### config.mk
export PLATFORM = sky130hd
export DESIGN_NAME = sqg_qpow_acc
export DESIGN_NICKNAME = d
export VERILOG_FILES = /design/src/rtl/sqg_qpow_acc.sv
export SDC_FILE = /design/constraint.sdc
export NUM_CORES = 1
export LEC_CHECK = 0
export CAP_MARGIN = 20
export CORE_MARGIN = 3
export CORE_UTILIZATION = 58
export CTS_BUF_LIST = sky130_fd_sc_hd__clkbuf_2
export DETAILED_ROUTE_END_ITERATION = 10
export PLACE_DENSITY = 0.75
export SYNTH_ARGS = -nofsm -noshare
export SYNTH_HDL_FRONTEND = slang
export SYNTH_SLANG_ARGS = --single-unit
### constraint.sdc
create_clock -name CLK -period 6.6 [get_ports CLK]
set_input_delay 1.32 -clock CLK [delete_from_list [all_inputs] [get_ports CLK]]
set_output_delay 1.32 -clock CLK [all_outputs]
set_load 0.01 [all_outputs]
### src/rtl/sqg_qpow_acc.sv
// Sweeps the box-count RAM, raises each count to moment order q and accumulates Z(q) = sum x^q.
// Build option: define SQG_QPOW_SAT_EN for saturating accumulator/write-back with sticky ovf.
module sqg_qpow_acc #(
   parameter int DW   = 8,
   parameter int AW   = 6,
   parameter int QMAX = 4,
   parameter int ACCW = 32
) (
   input  logic            CLK,
   input  logic            RST,
   input  logic            start_i,
   input  logic [2:0]      q_i,
   input  logic            wb_i,
   output logic [AW-1:0]   rd_addr_o,
   output logic            rd_en_o,
   input  logic [DW-1:0]   rd_data_i,
   output logic [AW-1:0]   wr_addr_o,
   output logic [DW-1:0]   wr_data_o,
   output logic            wen_o,
   output logic [ACCW-1:0] sum_o,
   output logic            busy_o,
   output logic            done_o,
   output logic            err_o,
   output logic            ovf_o
);

   localparam int PW   = DW * QMAX;
   localparam int EXTW = ((ACCW > PW) ? ACCW : PW) + 1;
   localparam logic [2:0]      QMAX_Q  = 3'(QMAX);
   localparam logic [EXTW-1:0] ACC_MAX = EXTW'({ACCW{1'b1}});
   localparam logic [PW-1:0]   DAT_MAX = PW'({DW{1'b1}});

   typedef enum logic [2:0] {S_IDLE, S_RD, S_LD, S_MUL, S_ACC, S_DONE} state_t;

   state_t          state_q, state_d;
   logic [AW-1:0]   addr_q, addr_d;
   logic [2:0]      q_q, q_d;
   logic            wb_q, wb_d;
   logic [DW-1:0]   base_q, base_d;
   logic [PW-1:0]   pw_q, pw_d;
   logic [2:0]      cnt_q, cnt_d;
   logic [ACCW-1:0] acc_q, acc_d;
   logic [ACCW-1:0] sum_q, sum_d;
   logic            done_q, done_d;
   logic            err_q, err_d;
   logic            ovf_q, ovf_d;

   logic [EXTW-1:0] acc_ext;
   logic [DW-1:0]   wr_red;
   logic            acc_sat, wr_sat;

   assign acc_ext = EXTW'(acc_q) + EXTW'(pw_q);

`ifdef SQG_QPOW_SAT_EN
   assign acc_sat = (acc_ext > ACC_MAX);
   assign wr_sat  = (pw_q > DAT_MAX);
   assign wr_red  = wr_sat ? {DW{1'b1}} : pw_q[DW-1:0];
`else
   assign acc_sat = 1'b0;
   assign wr_sat  = 1'b0;
   assign wr_red  = pw_q[DW-1:0];
`endif

   always_comb begin
      state_d = state_q;
      addr_d  = addr_q;
      q_d     = q_q;
      wb_d    = wb_q;
      base_d  = base_q;
      pw_d    = pw_q;
      cnt_d   = cnt_q;
      acc_d   = acc_q;
      sum_d   = sum_q;
      done_d  = 1'b0;
      err_d   = 1'b0;
      ovf_d   = ovf_q;
      case (state_q)
         S_IDLE: begin
            if (start_i) begin
               if (q_i <= QMAX_Q) begin
                  state_d = S_RD;
                  q_d     = q_i;
                  wb_d    = wb_i;
                  acc_d   = '0;
                  ovf_d   = 1'b0;
                  addr_d  = '0;
               end else begin
                  err_d = 1'b1;
               end
            end
         end
         S_RD: state_d = S_LD;
         S_LD: begin
            base_d = rd_data_i;
            cnt_d  = q_q - 3'd1;
            // empty boxes contribute 0 regardless of q, including q=0
            if (rd_data_i == '0)  pw_d = '0;
            else if (q_q == 3'd0) pw_d = PW'(1);
            else                  pw_d = PW'(rd_data_i);
            if (q_q >= 3'd2 && rd_data_i != '0) state_d = S_MUL;
            else                                state_d = S_ACC;
         end
         S_MUL: begin
            pw_d  = pw_q * PW'(base_q);
            cnt_d = cnt_q - 3'd1;
            if (cnt_q == 3'd1) state_d = S_ACC;
         end
         S_ACC: begin
            acc_d = acc_sat ? {ACCW{1'b1}} : acc_ext[ACCW-1:0];
            if (acc_sat || (wb_q && wr_sat)) ovf_d = 1'b1;
            if (addr_q == {AW{1'b1}}) begin
               state_d = S_DONE;
            end else begin
               addr_d  = addr_q + AW'(1);
               state_d = S_RD;
            end
         end
         S_DONE: begin
            sum_d   = acc_q;
            done_d  = 1'b1;
            state_d = S_IDLE;
         end
         default: state_d = S_IDLE;
      endcase
   end

   always_ff @(posedge CLK or negedge RST) begin
      if (!RST) begin
         state_q <= S_IDLE;
         addr_q  <= '0;
         q_q     <= '0;
         wb_q    <= 1'b0;
         base_q  <= '0;
         pw_q    <= '0;
         cnt_q   <= '0;
         acc_q   <= '0;
         sum_q   <= '0;
         done_q  <= 1'b0;
         err_q   <= 1'b0;
         ovf_q   <= 1'b0;
      end else begin
         state_q <= state_d;
         addr_q  <= addr_d;
         q_q     <= q_d;
         wb_q    <= wb_d;
         base_q  <= base_d;
         pw_q    <= pw_d;
         cnt_q   <= cnt_d;
         acc_q   <= acc_d;
         sum_q   <= sum_d;
         done_q  <= done_d;
         err_q   <= err_d;
         ovf_q   <= ovf_d;
      end
   end

   assign rd_en_o   = (state_q == S_RD);
   assign rd_addr_o = addr_q;
   assign wen_o     = (state_q == S_ACC) && wb_q;
   assign wr_addr_o = addr_q;
   assign wr_data_o = wen_o ? wr_red : '0;
   assign busy_o    = (state_q != S_IDLE) && (state_q != S_DONE);
   assign done_o    = done_q;
   assign err_o     = err_q;
   assign sum_o     = sum_q;
   assign ovf_o     = ovf_q;

endmodule

**Run 1: metal layers overlaid**

Two of the layers only.
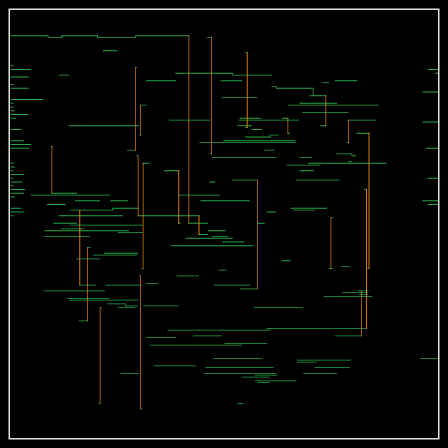
[metal 3] green | wire length: 1600 um
[metal 4] orange | wire length: 615 um
Overall Global Routing Usage: 27.8%
Routed Wire Length: 31900 um
vias after detailed routing: 10200
post-DR wirelength/cell: 18.2 um

**Run 1: track usage over the die**

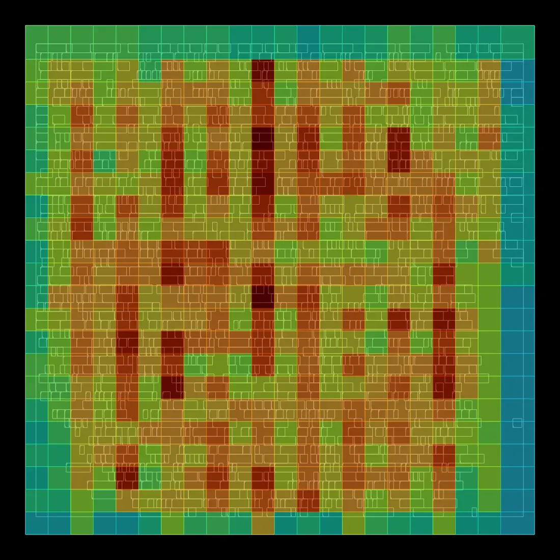
Top Usage Layer GRT: met2
GRT met1 Usage: 39.6%
GR Util met3: 3.53%
post-layout util: 65.7%

==> results.tsv, run 1 <==
stage	metric	value	unit
worst_setup_path	rr_startpoint	base_q[4]	
worst_setup_path	crit_top_cell	fa_1	
clocking	clockBufferDepth	2	
synthesis	yosysUniqueCellTypes	60	
place	dpl_worst_slack	0.893	ns
worst_setup_path	crit_buf_inv	3	
place	post-place-cells	1723	
timing	whs	0.504	ns
final_layout	final_cells	1757	
outcome	status	completed	
synthesis	fp_nets	1679	
clocking	clkTransAtPathRegs	0.25	ns
synthesis	yosysMostFrequentCell	nand2_1	
synthesis	ys_cells	1431	
worst_setup_path	cp.depth	18	
final_layout	fin_nets	1716	
worst_setup_path	crit_path_end_kind	flip-flop	
timing	setup_tns	0	ns
final_layout	bufAreaShareNonClock	5.82	%
timing	finalClockPeriodUsage	88.1	%
route	routed.top_layer	met4	
grt	globalRouteMet2Util	46.0	%
final_layout	seqCellArea	3050	um2
synthesis	syn_area_per_cell	9.02	um2
grt	overflow	0	
synthesis	ys_sh_adder	31.7	%
final_layout	layout-drive-gt1-share	4.19	%
job	maxCapViolations	0	
timing	rsz0062_at_grt	no	
hold_path	hold_end	wb_q	
floorplanning	num_io_pins	73	
clocking	numCtsBuffers	17	
worst_setup_path	cp_cell_sequence	nand2_1 -> fa_1 -> fa_1 -> inv_1 -> fa_1 -> inv_1 -> fa_1 -> inv_1 -> ha_1 -> or2_1 -> a21oi_1 -> a21oi_2 -> a221o_1 -> a211o_1 -> a21oi_2 -> o21ai_2 -> a2111o_1 -> o311ai_1	
route	via_per_inst	5.78	
final_layout	lay_top_cells	nand2_1 (245), and2_1 (188), fa_1 (157)	
final_layout	seq_share	21.7	%
synthesis	yosysTopAreaCell	fa_1	
final_layout	stdcell_area	14100	um2
place	hpwl	24100	um
clocking	htree_levels	4	
route	dr.pass1.iters	5	
timing	hold_viol	0	
timing	report.final.slew_viol_count	0	
place	placed_cell_area	13800	um2
final_layout	clockBufferCount	17	
worst_setup_path	crit_path_end	pw_q[30]	
route	drt-met1-wl	14200	um
route	antenna_left	0	
final_layout	diodes	1	
final_layout	logic_area	9050	um2
grt	antenna_found_initial	1	
route	drc	0	
worst_setup_path	arrival	6.42	ns
synthesis	ys_seq_share	23.6	%
synthesis	xor_share	4.55	%
final_layout	comb_share	64.3	%
synthesis	ys_sh_simple	20.6	%
final_layout	area_growth	8.94	%
synthesis	synth_top_area_share	24.3	%
synthesis	common_cells	nand2_1 (245), and2_1 (188), fa_1 (157)	
synthesis	ys_ff	122	
place	globalplace.congestion	0.900	
floorplanning	dieArea	24100	um2
worst_setup_path	required	7.21	ns
worst_setup_path	crit_fanout	29	
synthesis	synth_area	12900	um2
synthesis	synth.cellmix.compoundShare	12.4	%
clocking	cts.sinks	122	
synthesis	synth.comb.largest_family	adder cells	
floorplanning	placementRows	53	
final_layout	final_common_cell	nand2_1	
worst_setup_path	cp-startpoint	base_q[4]	
clocking	cts_tree	built	
synthesis	edf_count	0	
**Run 1: clock network drawn from the DEF**

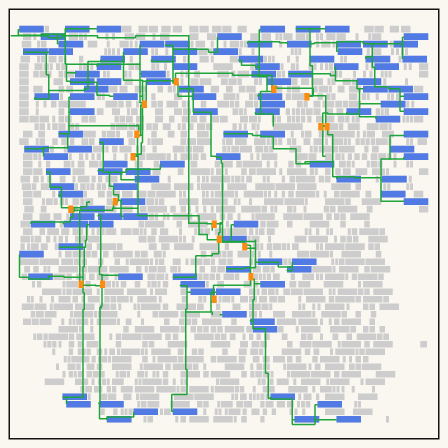
[clock wires] green | length: 1960 um
[clock drivers] orange | count: 17
[flip-flops] blue | count: 122
flops lie: spread over the die
clk ins delay skew pair: 0.74 ns
worst clock skew: 0.0475 ns

**Run 1: pin placement**

Pins as bars across the die edge, other pins in gray.
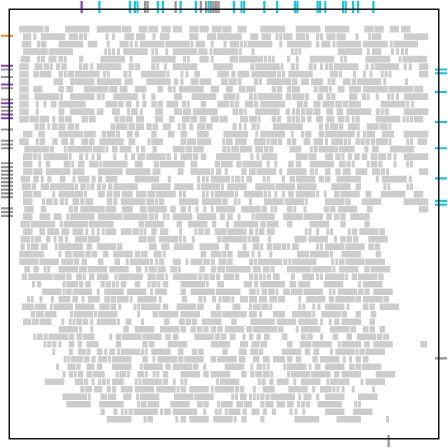
[wr_addr_o] purple | pins: 6 | direction: output | edge: 5 left, 1 top
[CLK] orange | pins: 1 | direction: input | edge: left
[sum_o] cyan | pins: 32 | direction: output | edge: 24 top, 8 right
die width: 155 um
Die H: 155 um
port bufs: 71

==> run 2, diff against run 1 <==
--- a/config.mk
+++ b/config.mk
@@ -7,10 +7,11 @@
 export LEC_CHECK = 0
 export CAP_MARGIN = 20
 export CORE_MARGIN = 3
-export CORE_UTILIZATION = 58
+export CORE_UTILIZATION = 63
 export CTS_BUF_LIST = sky130_fd_sc_hd__clkbuf_2
 export DETAILED_ROUTE_END_ITERATION = 10
-export PLACE_DENSITY = 0.75
+export GPL_ROUTABILITY_DRIVEN = 0
+export PLACE_DENSITY = 0.8
 export SYNTH_ARGS = -nofsm -noshare
 export SYNTH_HDL_FRONTEND = slang
 export SYNTH_SLANG_ARGS = --single-unit
**Run 2: placement by cell class**

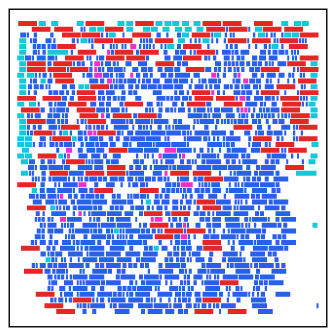
[flops] red | cells: 122 | share of their area: 22%
[clock drivers and dummy loads] magenta | cells: 32 | share of their area: 1.7%
[combinational and other logic] blue | cells: 1244 | share of their area: 70%
[other buffers and delay cells] cyan | cells: 85 | share of their area: 6.2%
post-layout util: 71.1%
core area: 19800 um2

**Run 2: metal layers overlaid**

Two of the layers only.
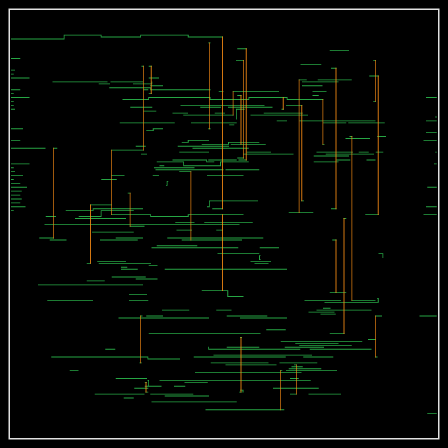
[metal 4] orange | wire length: 766 um
[metal 3] green | wire length: 2480 um
vias after detailed routing: 10200
post-DR wirelength/cell: 17.8 um
Routed Wire Length: 31200 um
Overall Global Routing Usage: 29.5%

**Run 2: pin placement**

Pins as bars across the die edge, other pins in gray.
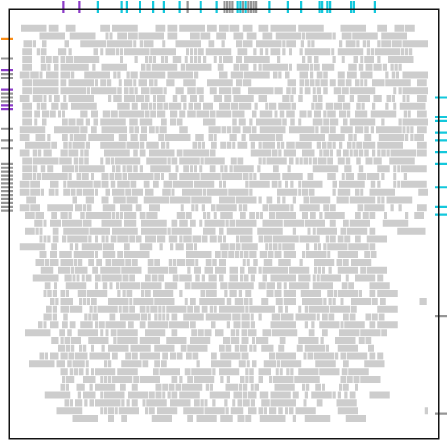
[wr_addr_o] purple | pins: 6 | direction: output | edge: 4 left, 2 top
[CLK] orange | pins: 1 | direction: input | edge: left
[sum_o] cyan | pins: 32 | direction: output | edge: 22 top, 10 right
Die H: 149 um
die width: 149 um

==> results.tsv, run 2 <==
stage	metric	value	unit
final_layout	seq_share	21.7	%
grt	overflow	0	
worst_setup_path	cp_cell_sequence	nand2_1 -> fa_1 -> fa_1 -> inv_1 -> fa_1 -> inv_1 -> fa_1 -> inv_1 -> ha_1 -> or2_1 -> a21oi_1 -> a21oi_2 -> a221o_1 -> a211o_1 -> a21oi_2 -> o21ai_2 -> a2111o_1 -> o311ai_1	
final_layout	area_growth	8.92	%
synthesis	yosysMostFrequentCell	nand2_1	
worst_setup_path	arrival	6.50	ns
synthesis	common_cells	nand2_1 (245), and2_1 (188), fa_1 (157)	
floorplanning	dieArea	22200	um2
route	routed.top_layer	met4	
synthesis	synth.comb.largest_family	adder cells	
worst_setup_path	rr_startpoint	base_q[3]	
final_layout	layout-drive-gt1-share	4.38	%
final_layout	fin_nets	1718	
timing	whs	0.424	ns
final_layout	final_common_cell	nand2_1	
grt	antenna_found_initial	1	
synthesis	synth_area	12900	um2
worst_setup_path	crit_path_end_kind	flip-flop	
place	dpl_worst_slack	0.826	ns
clocking	clockBufferDepth	2	
synthesis	ys_ff	122	
final_layout	clockBufferCount	17	
final_layout	logic_area	9050	um2
synthesis	fp_nets	1679	
route	via_per_inst	5.84	
clocking	insertion_delay	0.76	ns
grt	globalRouteMet2Util	46.9	%
place	post-place-cells	1714	
synthesis	synth.cellmix.compoundShare	12.4	%
final_layout	lay_top_cells	nand2_1 (245), and2_1 (188), fa_1 (157)	
synthesis	synth_top_area_share	24.3	%
clocking	cts.sinks	122	
final_layout	stdcell_area	14100	um2
synthesis	ys_sh_adder	31.7	%
place	placed_cell_area	13800	um2
worst_setup_path	crit_fanout	30	
synthesis	yosysTopAreaCell	fa_1	
final_layout	bufAreaShareNonClock	6.07	%
timing	hold_viol	0	
floorplanning	placementRows	51	
clocking	clkTransAtPathRegs	0.26	ns
synthesis	ys_seq_share	23.6	%
worst_setup_path	cp.depth	18	
final_layout	final_cells	1749	
worst_setup_path	cp-startpoint	base_q[3]	
synthesis	syn_area_per_cell	9.02	um2
route	antenna_left	0	
place	hpwl	23500	um
timing	report.final.slew_viol_count	0	
timing	setup_tns	0	ns
synthesis	edf_count	0	
job	maxCapViolations	0	
synthesis	ys_cells	1431	
route	dr.pass1.iters	5	
worst_setup_path	required	7.21	ns
synthesis	yosysUniqueCellTypes	60	
route	drt-met1-wl	13300	um
clocking	cts_tree	built	
timing	finalClockPeriodUsage	89.3	%
outcome	status	completed	
